<file path="src/rtl/uart_tx_fifo.sv">
// ---------------------------------------------------------------------------
// uart_tx_fifo
//   Buffered UART transmitter. Bytes written by local logic are queued in a
//   2**ADDR_W entry FIFO and sent on tx as 8-N-1 frames, LSB first. Bit
//   timing is derived from clk by rounding CLK_FREQ/BAUD to the nearest
//   integer number of clocks per bit.
//
//   Optional build macro UART_TX_PARITY_EN: adds an even-parity bit between
//   the data bits and the stop bit (8-E-1 frames).
//
// Ports:
//   clk       system clock, rising edge
//   rst_n     asynchronous active-low reset
//   wr_en     push din when full is low
//   din       byte to transmit
//   full      FIFO holds 2**ADDR_W entries
//   empty     FIFO holds 0 entries
//   count     FIFO occupancy
//   overflow  one-cycle pulse: write attempted while full, byte dropped
//   busy      frame in progress (start through stop bit)
//   tx        serial line, idle high, driven straight from a flop
// ---------------------------------------------------------------------------
module uart_tx_fifo #(
    parameter int CLK_FREQ = 27000000,
    parameter int BAUD     = 9600,
    parameter int ADDR_W   = 4
) (
    input  logic              clk,
    input  logic              rst_n,
    input  logic              wr_en,
    input  logic [7:0]        din,
    output logic              full,
    output logic              empty,
    output logic [ADDR_W:0]   count,
    output logic              overflow,
    output logic              busy,
    output logic              tx
);

    // state    | meaning
    // IDLE     | line high, waiting for a queued byte
    // START    | start bit (low) for DIV clocks
    // DATA     | eight data bits, LSB first, DIV clocks each
    // PARITY   | even-parity bit (UART_TX_PARITY_EN builds only)
    // STOP     | stop bit (high); pops the next byte back-to-back if any

    localparam int DIV   = (CLK_FREQ + BAUD / 2) / BAUD;
    localparam int DEPTH = 2 ** ADDR_W;
    localparam int CNT_W = (DIV > 2) ? $clog2(DIV) : 1;

    generate
        if (DIV < 2) begin : g_div_check
            $error("uart_tx_fifo: bit period DIV=%0d clocks is below the minimum of 2", DIV);
        end
    endgenerate

    typedef enum logic [2:0] {
        IDLE,
        START,
        DATA,
`ifdef UART_TX_PARITY_EN
        PARITY,
`endif
        STOP
    } state_t;

    state_t              state;
    logic [7:0]          mem [DEPTH];
    logic [ADDR_W-1:0]   wr_ptr;
    logic [ADDR_W-1:0]   rd_ptr;
    logic [ADDR_W:0]     count_nxt;
    logic [CNT_W-1:0]    baud_cnt;
    logic [2:0]          bit_idx;
    logic [7:0]          shreg;
    logic [7:0]          head;
    logic                baud_end;
    logic                wr_ok;
    logic                pop;
`ifdef UART_TX_PARITY_EN
    logic                parity_bit;
`endif

    assign head     = mem[rd_ptr];
    assign baud_end = (baud_cnt == CNT_W'(DIV - 1));
    assign wr_ok    = wr_en && !full;
    // A byte leaves the FIFO when idle, or at the very end of a stop bit so
    // the next start bit follows with no idle gap.
    assign pop      = !empty && ((state == IDLE) || (state == STOP && baud_end));

    always_comb begin
        count_nxt = count;
        if (wr_ok && !pop) begin
            count_nxt = count + (ADDR_W + 1)'(1);
        end else if (!wr_ok && pop) begin
            count_nxt = count - (ADDR_W + 1)'(1);
        end
    end

    always_ff @(posedge clk) begin
        if (wr_ok) begin
            mem[wr_ptr] <= din;
        end
    end

    always_ff @(posedge clk or negedge rst_n) begin
        if (!rst_n) begin
            wr_ptr   <= '0;
            rd_ptr   <= '0;
            count    <= '0;
            full     <= 1'b0;
            empty    <= 1'b1;
            overflow <= 1'b0;
        end else begin
            if (wr_ok) begin
                wr_ptr <= wr_ptr + 1'b1;
            end
            if (pop) begin
                rd_ptr <= rd_ptr + 1'b1;
            end
            count    <= count_nxt;
            full     <= (count_nxt == (ADDR_W + 1)'(DEPTH));
            empty    <= (count_nxt == '0);
            overflow <= wr_en && full;
        end
    end

    always_ff @(posedge clk or negedge rst_n) begin
        if (!rst_n) begin
            state      <= IDLE;
            baud_cnt   <= '0;
            bit_idx    <= '0;
            shreg      <= '0;
            tx         <= 1'b1;
            busy       <= 1'b0;
`ifdef UART_TX_PARITY_EN
            parity_bit <= 1'b0;
`endif
        end else begin
            if (state == IDLE || baud_end) begin
                baud_cnt <= '0;
            end else begin
                baud_cnt <= baud_cnt + 1'b1;
            end

            case (state)
                IDLE: begin
                    if (pop) begin
                        shreg      <= head;
                        tx         <= 1'b0;
                        busy       <= 1'b1;
                        state      <= START;
`ifdef UART_TX_PARITY_EN
                        parity_bit <= ^head;
`endif
                    end
                end
                START: begin
                    if (baud_end) begin
                        tx      <= shreg[0];
                        shreg   <= shreg >> 1;
                        bit_idx <= '0;
                        state   <= DATA;
                    end
                end
                DATA: begin
                    if (baud_end) begin
                        if (bit_idx == 3'd7) begin
`ifdef UART_TX_PARITY_EN
                            tx    <= parity_bit;
                            state <= PARITY;
`else
                            tx    <= 1'b1;
                            state <= STOP;
`endif
                        end else begin
                            tx      <= shreg[0];
                            shreg   <= shreg >> 1;
                            bit_idx <= bit_idx + 1'b1;
                        end
                    end
                end
`ifdef UART_TX_PARITY_EN
                PARITY: begin
                    if (baud_end) begin
                        tx    <= 1'b1;
                        state <= STOP;
                    end
                end
`endif
                STOP: begin
                    if (baud_end) begin
                        if (pop) begin
                            shreg      <= head;
                            tx         <= 1'b0;
                            state      <= START;
`ifdef UART_TX_PARITY_EN
                            parity_bit <= ^head;
`endif
                        end else begin
                            tx    <= 1'b1;
                            busy  <= 1'b0;
                            state <= IDLE;
                        end
                    end
                end
                default: begin
                    tx    <= 1'b1;
                    busy  <= 1'b0;
                    state <= IDLE;
                end
            endcase
        end
    end

endmodule

</file>
<file path="config.mk">
export PLATFORM = sky130hd
export DESIGN_NAME = uart_tx_fifo
export DESIGN_NICKNAME = d
export VERILOG_FILES = /design/src/rtl/uart_tx_fifo.sv
export SDC_FILE = /design/constraint.sdc
export NUM_CORES = 1
export LEC_CHECK = 0
export CORE_MARGIN = 2
export CORE_UTILIZATION = 59
export DETAILED_ROUTE_END_ITERATION = 12
export GPL_TIMING_DRIVEN = 0
export PLACE_DENSITY = 0.76
export REMOVE_ABC_BUFFERS = 1
export SYNTH_ARGS = -nofsm -noshare
export SYNTH_HDL_FRONTEND = slang
export SYNTH_SLANG_ARGS = --single-unit
</file>
<file path="constraint.sdc">
create_clock -name clk -period 4.5 [get_ports clk]
set_input_delay 0.9 -clock clk [delete_from_list [all_inputs] [get_ports clk]]
set_output_delay 0.9 -clock clk [all_outputs]
set_load 0.1 [all_outputs]
</file>
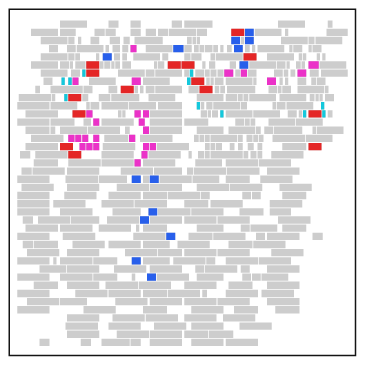
gate_families.png
Scale: 3 px per um.
legend:
  inverters:
    colour: cyan
    cells: 11
    most_used: inv_1
  AND and OR gates:
    colour: magenta
    cells: 26
    most_used: and2_1
  adder and majority cells:
    colour: red
    cells: 15
    most_used: ha_1
  AND-OR and OR-AND gates:
    colour: blue
    cells: 14
    most_used: a22o_1

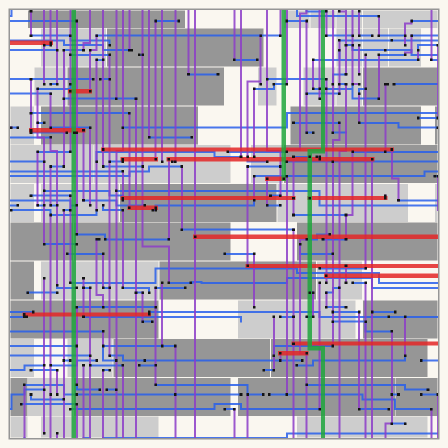
zoom.png
Window x 42 to 72, y 42 to 72 um. Cells in grey, sequential cells in the stronger grey; small squares are vias.
legend:
  met3:
    colour: red
  met2:
    colour: purple
  met4:
    colour: green
  met1:
    colour: blue
netlist names of flops here include: mem (13), shreg (1)
cells with their middle in the window: 39
most frequent: edfxtp_1 (13), and2_1 (4), a22o_1 (4)
sequential cells in the window: 14

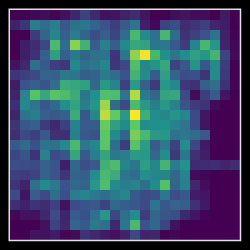
wire_density.png
Scale: 2 px per um. The die is cut into 23 by 23 equal tiles; dark purple is low, yellow is high, scaled to the fullest tile. Values are wire area over tile area, all layers added.
fullest tile: 0.55
emptiest ninth of the die: lower right
densest ninth of the die: centre
nearly empty tiles: 14%

==> impl_metrics.toml <==
# implementation run metrics
[run_status]
outcome = "completed"

[finish]
comb_share = 0.2671
final_cells = 623
flop_area_mm2 = 0.004925
logic_gate_count = 240
antenna_cells = 0
inv_count = 11
seq_cells = 171
largest_cell_class = "registers"
finalInstanceArea_mm2 = 0.008132
comb_area_mm2 = 0.002172
top_register = "mem"
drive_gt1_frac = 0.1408

[final_timing]
setup_ws_ns = 1.434
skew_ns = 0.006682
hold_viol_final = 0
setup_viol = 0
slew_headroom = 0.3456

[setup_path]
endpoint = "empty"
path_cells = "clkdlybuf4s50_1"
cp-start-kind = "register"
path_buffers = 1
cp.arrival_ns = 2.17
critPathSlowestCell = "clkdlybuf4s50_1"

[pwr]
p_comb_mw = 0.629
p_total_mw = 3.996
switching_share = 0.2798
p_comb_frac = 0.157
power_frac_seq = 0.489

[cts]
cts_resized = 0
cts_tree = "done"
insertion_delay_ns = 0.42
h-tree-depth = 4

[yosys]
compound_area_frac = 0.06468
syn_area_per_cell_um2 = 16.52
synth.cellmix.adderShare = 0.02587
yosysUniqueCellTypes = 49
syn-cell-area_mm2 = 0.007254
synth-edff-count = 128
ys_warn_count = 0
ys_cells = 439
ys_sh_simple = 0.07537
ys_top_cells_by_count = "edfxtp_1 (128), dfrtp_1 (41), mux4_2 (28)"

[die]
fp-utilization = 0.6040
dieArea_mm2 = 0.01320
n_tap_cell = 147

[global_route]
grt_pass1_wl_um = 21120
grt_max_degree = 36
grtUsageMet3 = 0.06378
grt.met1_usage = 0.3026
grt-ovfl-total = 0

[drt]
wl_per_cell_um = 21.22
top_layer = "met4"
vias_per_cell = 6.228
drt_iter0_drc = 459
first_pass_iters = 5
wl_um = 13220

[placement]
post-place-ws_ns = 1.316
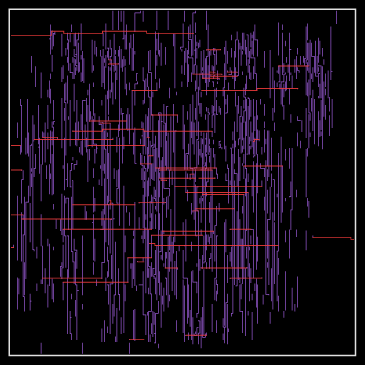
metal_stack.png
Scale: 3 px per um. Two of the layers only.
legend:
  met2:
    colour: purple
    wire_length: 6650 um
  met3:
    colour: red
    wire_length: 725 um

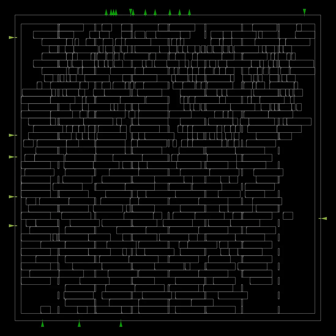
final_placement.png
Core Region: 0.01201 mm2
Rows: 40

